<file path="config.mk">
export PLATFORM = sky130hd
export DESIGN_NAME = pump_controller
export DESIGN_NICKNAME = d
export VERILOG_FILES = /design/src/rtl/pump_controller.sv
export SDC_FILE = /design/constraint.sdc
export NUM_CORES = 1
export LEC_CHECK = 0
export ABC_AREA = 1
export CAP_MARGIN = 20
export CELL_PAD_IN_SITES_DETAIL_PLACEMENT = 1
export CELL_PAD_IN_SITES_GLOBAL_PLACEMENT = 2
export CORE_MARGIN = 2
export CORE_UTILIZATION = 33
export DETAILED_ROUTE_END_ITERATION = 8
export GPL_TIMING_DRIVEN = 0
export HOLD_SLACK_MARGIN = 0.05
export PLACE_DENSITY_LB_ADDON = 0.15
export SETUP_SLACK_MARGIN = 0.05
export SKIP_CTS_REPAIR_TIMING = 1
export SLEW_MARGIN = 20
export SYNTH_ARGS = -nofsm -noshare
export SYNTH_HDL_FRONTEND = slang
export SYNTH_SLANG_ARGS = --single-unit
export TNS_END_PERCENT = 50
</file>
<file path="constraint.sdc">
create_clock -name clk -period 2.35 [get_ports clk]
set_clock_uncertainty 0.2 [all_clocks]
set_input_delay 0.47 -clock clk [delete_from_list [all_inputs] [get_ports clk]]
set_output_delay 0.47 -clock clk [all_outputs]
set_load 0.01 [all_outputs]
</file>
<file path="src/rtl/pump_controller.sv">
// Refill pump sequencer: starts on low-empty, stops on high-wet, enforces
// minimum off time and maximum fill time, and latches timeout/sensor faults.
module pump_controller #(
  parameter int unsigned CLK_FREQ        = 50_000_000,
  parameter int unsigned FILL_TIMEOUT_MS = 30_000,
  parameter int unsigned MIN_OFF_MS      = 5_000
) (
  input  logic       clk,
  input  logic       reset,
  input  logic       enable,
  input  logic       low_empty,
  input  logic       high_empty,
  input  logic       fault_clear,
  output logic       pump_on,
  output logic       fault,
  output logic [1:0] fault_code,
  output logic [2:0] state,
  output logic [7:0] fill_count
);

  localparam int unsigned FILL_LIMIT = (CLK_FREQ / 1000) * FILL_TIMEOUT_MS;
  localparam int unsigned OFF_LIMIT  = (CLK_FREQ / 1000) * MIN_OFF_MS;
  localparam int unsigned MAX_LIMIT  = (FILL_LIMIT > OFF_LIMIT) ? FILL_LIMIT : OFF_LIMIT;
  localparam int unsigned TW         = $clog2(MAX_LIMIT + 1);

  typedef enum logic [2:0] {
    IDLE     = 3'd0,
    MONITOR  = 3'd1,
    FILLING  = 3'd2,
    COOLDOWN = 3'd3,
    FAULT    = 3'd4
  } state_e;

  localparam logic [1:0] CODE_NONE     = 2'd0;
  localparam logic [1:0] CODE_TIMEOUT  = 2'd1;
  localparam logic [1:0] CODE_CONFLICT = 2'd2;

  state_e        state_q, state_d;
  logic [TW-1:0] timer_q, timer_d;
  logic [1:0]    fault_code_q, fault_code_d;
  logic [7:0]    fill_count_q, fill_count_d;
  logic          pump_on_q, fault_q;
  logic          conflict;

  assign conflict = low_empty & ~high_empty;

  always_comb begin
    state_d      = state_q;
    timer_d      = timer_q;
    fault_code_d = fault_code_q;
    fill_count_d = fill_count_q;

    unique case (state_q)
      IDLE: begin
        if (enable) state_d = MONITOR;
      end
      MONITOR: begin
        if (!enable) begin
          state_d = IDLE;
        end else if (conflict) begin
          state_d      = FAULT;
          fault_code_d = CODE_CONFLICT;
        end else if (low_empty) begin
          state_d = FILLING;
        end
      end
      FILLING: begin
        if (conflict) begin
          state_d      = FAULT;
          fault_code_d = CODE_CONFLICT;
        end else if (!high_empty) begin
          state_d = COOLDOWN;
          if (fill_count_q != 8'hFF) fill_count_d = fill_count_q + 8'd1;
        end else if (timer_q == TW'(FILL_LIMIT - 1)) begin
          state_d      = FAULT;
          fault_code_d = CODE_TIMEOUT;
        end else if (!enable) begin
          state_d = COOLDOWN;
        end else begin
          timer_d = timer_q + 1'b1;
        end
      end
      COOLDOWN: begin
        if (conflict) begin
          state_d      = FAULT;
          fault_code_d = CODE_CONFLICT;
        end else if (timer_q == TW'(OFF_LIMIT - 1)) begin
          state_d = enable ? MONITOR : IDLE;
        end else begin
          timer_d = timer_q + 1'b1;
        end
      end
      FAULT: begin
        if (fault_clear && !conflict) begin
          state_d      = COOLDOWN;
          fault_code_d = CODE_NONE;
        end
      end
      default: state_d = IDLE;
    endcase

    // Every transition restarts the shared timer in the new state.
    if (state_d != state_q) timer_d = '0;
  end

  always_ff @(posedge clk) begin
    if (reset) begin
      state_q      <= IDLE;
      timer_q      <= '0;
      fault_code_q <= CODE_NONE;
      fill_count_q <= '0;
      pump_on_q    <= 1'b0;
      fault_q      <= 1'b0;
    end else begin
      state_q      <= state_d;
      timer_q      <= timer_d;
      fault_code_q <= fault_code_d;
      fill_count_q <= fill_count_d;
      pump_on_q    <= (state_d == FILLING);
      fault_q      <= (state_d == FAULT);
    end
  end

  assign pump_on    = pump_on_q;
  assign fault      = fault_q;
  assign fault_code = fault_code_q;
  assign state      = state_q;
  assign fill_count = fill_count_q;

endmodule
</file>
### Signal wires on met1

Bar = 20 um.
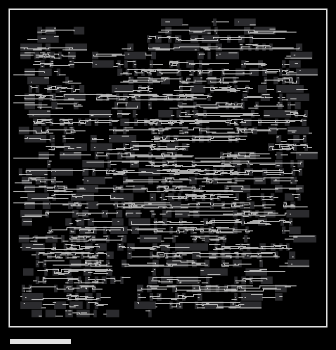
- share of all routed wire: 47%
- wire length on this layer: 4650 um
- longest straight run: 31.7 um
- main direction: horizontal
- nets with wire on the layer: 537
WL final: 9.87 mm
fraction of met1 tracks used by global routing: 0.237
via count: 3208

### The metal 2 layer

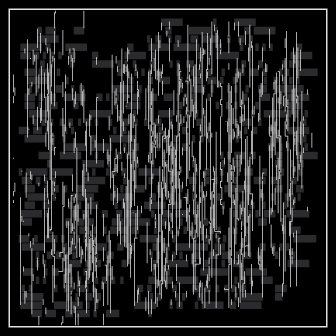
- longest straight run: 43.3 um
- wire length on this layer: 4980 um
- nets with wire on the layer: 466
- share of all routed wire: 50%
- main direction: vertical
met2 track demand over resource in global routing: 0.353

### M3 wires

Bar = 20 um.
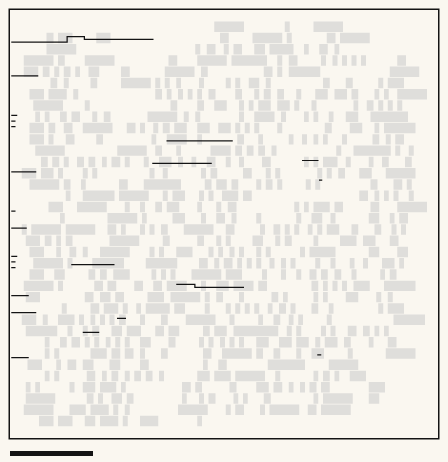
- wire length on this layer: 138 um
- main direction: horizontal
- share of all routed wire: 1.4%
- longest straight run: 16.6 um
met3 Track Usage GR: 0.0242

### Sequential cells grouped by signal name

Other sequential cells in the stronger gray, the rest of the logic in the fainter gray.
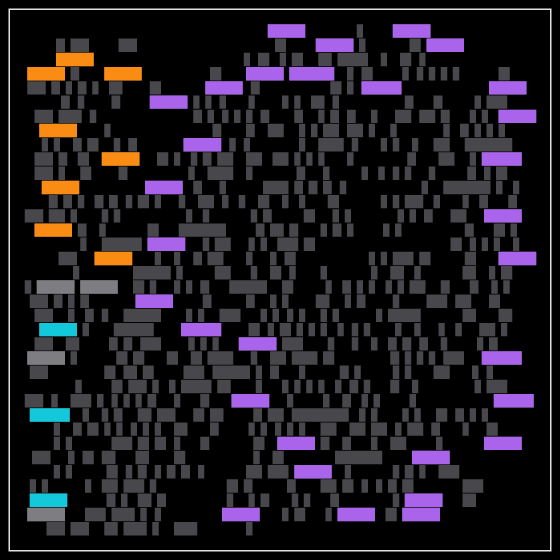
- cyan: state (flops 3)
- purple: timer_q (flops 31; where all over the die)
- orange: fill_count (flops 8)
footprint of the flip-flops and latches: 932 sq um
core utilization of the finished layout: 0.422

==> run notes <==
Notes on the flow outputs.

- The share of total power dissipated in the clock network is 0.348.
- Setup repair after global routing could not meet its margin everywhere.
- The slowest stage cell on the critical path reads dfxtp_4.
- The power report puts the net switching power at 0.000472 W.
- TritonCTS built the clock tree.
- The pin slew with the least headroom to its limit is 0.429 ns.
- Per the final layout report, the fraction of cells sized above drive strength 1 comes to 0.219.
- The run finished with clean final reports.
- In the global route stage, overall resource usage came out at 0.191.
- After detailed routing, the number of remaining DRC violations is 0.
- The combinational power share reads 0.191.
- Of the total power, the share spent switching nets is 0.272.
- For reference, the top cells by count after synthesis are 136 x nand2_1, 74 x inv_1, 54 x nor2_1, 46 x dfxtp_1, 36 x nand3_1.
- The worst hold path class is reg2reg.
- The number of cells produced by synthesis is 516.
- Data arrives at the worst endpoint at 2.23 ns.
- The final weighted congestion in routability-driven placement reads 0.882.
- The minimum clock period is 2.23 ns.
- The top-area cell type share of the netlist area reads 0.283.
- The area of the synthesized netlist per yosys stat reads 0.00325 sq mm.
- The largest net degree at the start of global routing is 14.
- The average size of a mapped cell reads 6.31 sq um.
- Hold-check failures listed in the final report amount to 0.
- The overflow left after global routing is 0.
- The HPWL reported at the end of detailed placement reads 7.58 mm.
- The smallest setup slack after layout is 0.121 ns.
- For the worst-skew pair, the clock arrives at the later sink with an insertion delay of 0.31 ns.
- The predominant post-synthesis flop cell is dfxtp_1.
- The cell total after placement reads 668.
- The iteration count recorded for the first detailed-route pass is 4.
- The via count of the first global-routing pass reads 3270.
- The count of port buffers added during placement is 19.
- The power report lists cell-internal power as 0.00126 W.
- The repair_antennas step left the layout with diodes totalling 0.
- The die is 103 um wide.
- Overall power consumption after layout is estimated at 0.00173 W.
- The worst endpoint required time reads 2.36 ns.
- The cell row count is 36.
- The number of antenna violations at the first check in global routing reads 0.
- The highest ir drop seen on vdd is 0.248 mV.
- The sequential power share is 0.460.
- Per the CTS log, the root buffer master is clkbuf_8.
- The post-synth count of flops with an enable pin is 0.
- The number of placed I/O pins reads 21.
- Compared with the post-synthesis result, the final layout area differs by 25.7%.
- The number of levels in the clock H-tree is 2.
- The most common cell in the synthesized netlist is nand2_1.
[power by group through the flow]
stage	Clock, W	Combinational (W)	Sequential, W
2_1_floorplan	0	0.000153	0.000820
3_3_place_gp	0	0.000230	0.000816
3_5_place_dp	0	0.000231	0.000816
4_1_cts	0.000630	0.000232	0.000798
5_1_grt	0.000659	0.000358	0.000800
6_report	0.000604	0.000331	0.000798
[final timing paths]
path	slack, ns	end	cells after the start	startpoint
setup / recovery	0.12	timer_q[2]$_SDFFE_PP0P_	14	timer_q[0]$_SDFFE_PP0P_
hold / removal	0.27	fault_code[1]$_SDFFE_PP0P_	2	fault_code[1]$_SDFFE_PP0P_
setup reg to reg	0.12	timer_q[2]$_SDFFE_PP0P_	14	timer_q[0]$_SDFFE_PP0P_
hold reg to reg	0.27	fault_code[1]$_SDFFE_PP0P_	2	fault_code[1]$_SDFFE_PP0P_
[final cells by class]
type                    instances  area (sq um)
well taps                     133           166
multi-input cells             376          2050
repair buffers                 37           398
inverters                      78           295
flip-flops and latches         46           932
clock buffers                   7          76.3
plain buffers                  16           148
clock inverters                 1          30.0
fillers                      1303          5590
[registers in the layout, indices dropped and copies added (netlist names)]
signal and count:
timer_q 31, fill_count 8, state 3, fault_code 2
fault 1, pump_on 1
[kinds of logic after synthesis]
group           count (synthesis)  synth area share
buf+inv                        94             0.125
fa+ha+maj                       2           0.00769
flops                          46             0.283
xor+xnor                       30            0.0807
compound gates                 32            0.0584
simple gates                  312             0.445
[cells in the final DEF, fill, tap and decap left out, types with 10 or more instances in the layout]
cell,instances
a21oi_1,12
buf_4,14
clkdlybuf4s50_1,16
dfxtp_1,39
inv_1,68
nand2_1,134
nand3_1,34
nor2_1,47
nor2_2,35
nor3_1,22
o21ai_0,10
xor2_1,23
[through the flow]
stage,area (sq um),util
4_1_cts,3720,0.384
3_5_place_dp,3610,0.373
5_1_grt,4090,0.422
3_3_place_gp,3610,0.373
2_1_floorplan,3250,-
6_report,4090,0.422
[metal layers]
layer | vias to the layer above | wire length, um | GRT usage | part of all wire
li1 | 1686 | - | - | -
met2 | 28 | 4980 | 0.353 | 0.50
met4 | 0 | 107 | 0.0374 | 0.011
met5 | - | 0 | 0 | 0
met3 | 6 | 137 | 0.0242 | 0.014
met1 | 1488 | 4650 | 0.237 | 0.47
[worst max-delay path: cells and delay by family (launching register included)]
| kind | cells | cell delay, ns |
|---|---|---|
| buffers and inverters | 3 | 0.37 |
| flip-flops | 1 | 0.40 |
| AND/OR/NAND/NOR | 10 | 1.00 |
| adder cells (fa/ha/maj) | 1 | 0.16 |
No activity file was given, so power comes from the tool's default toggle rates.
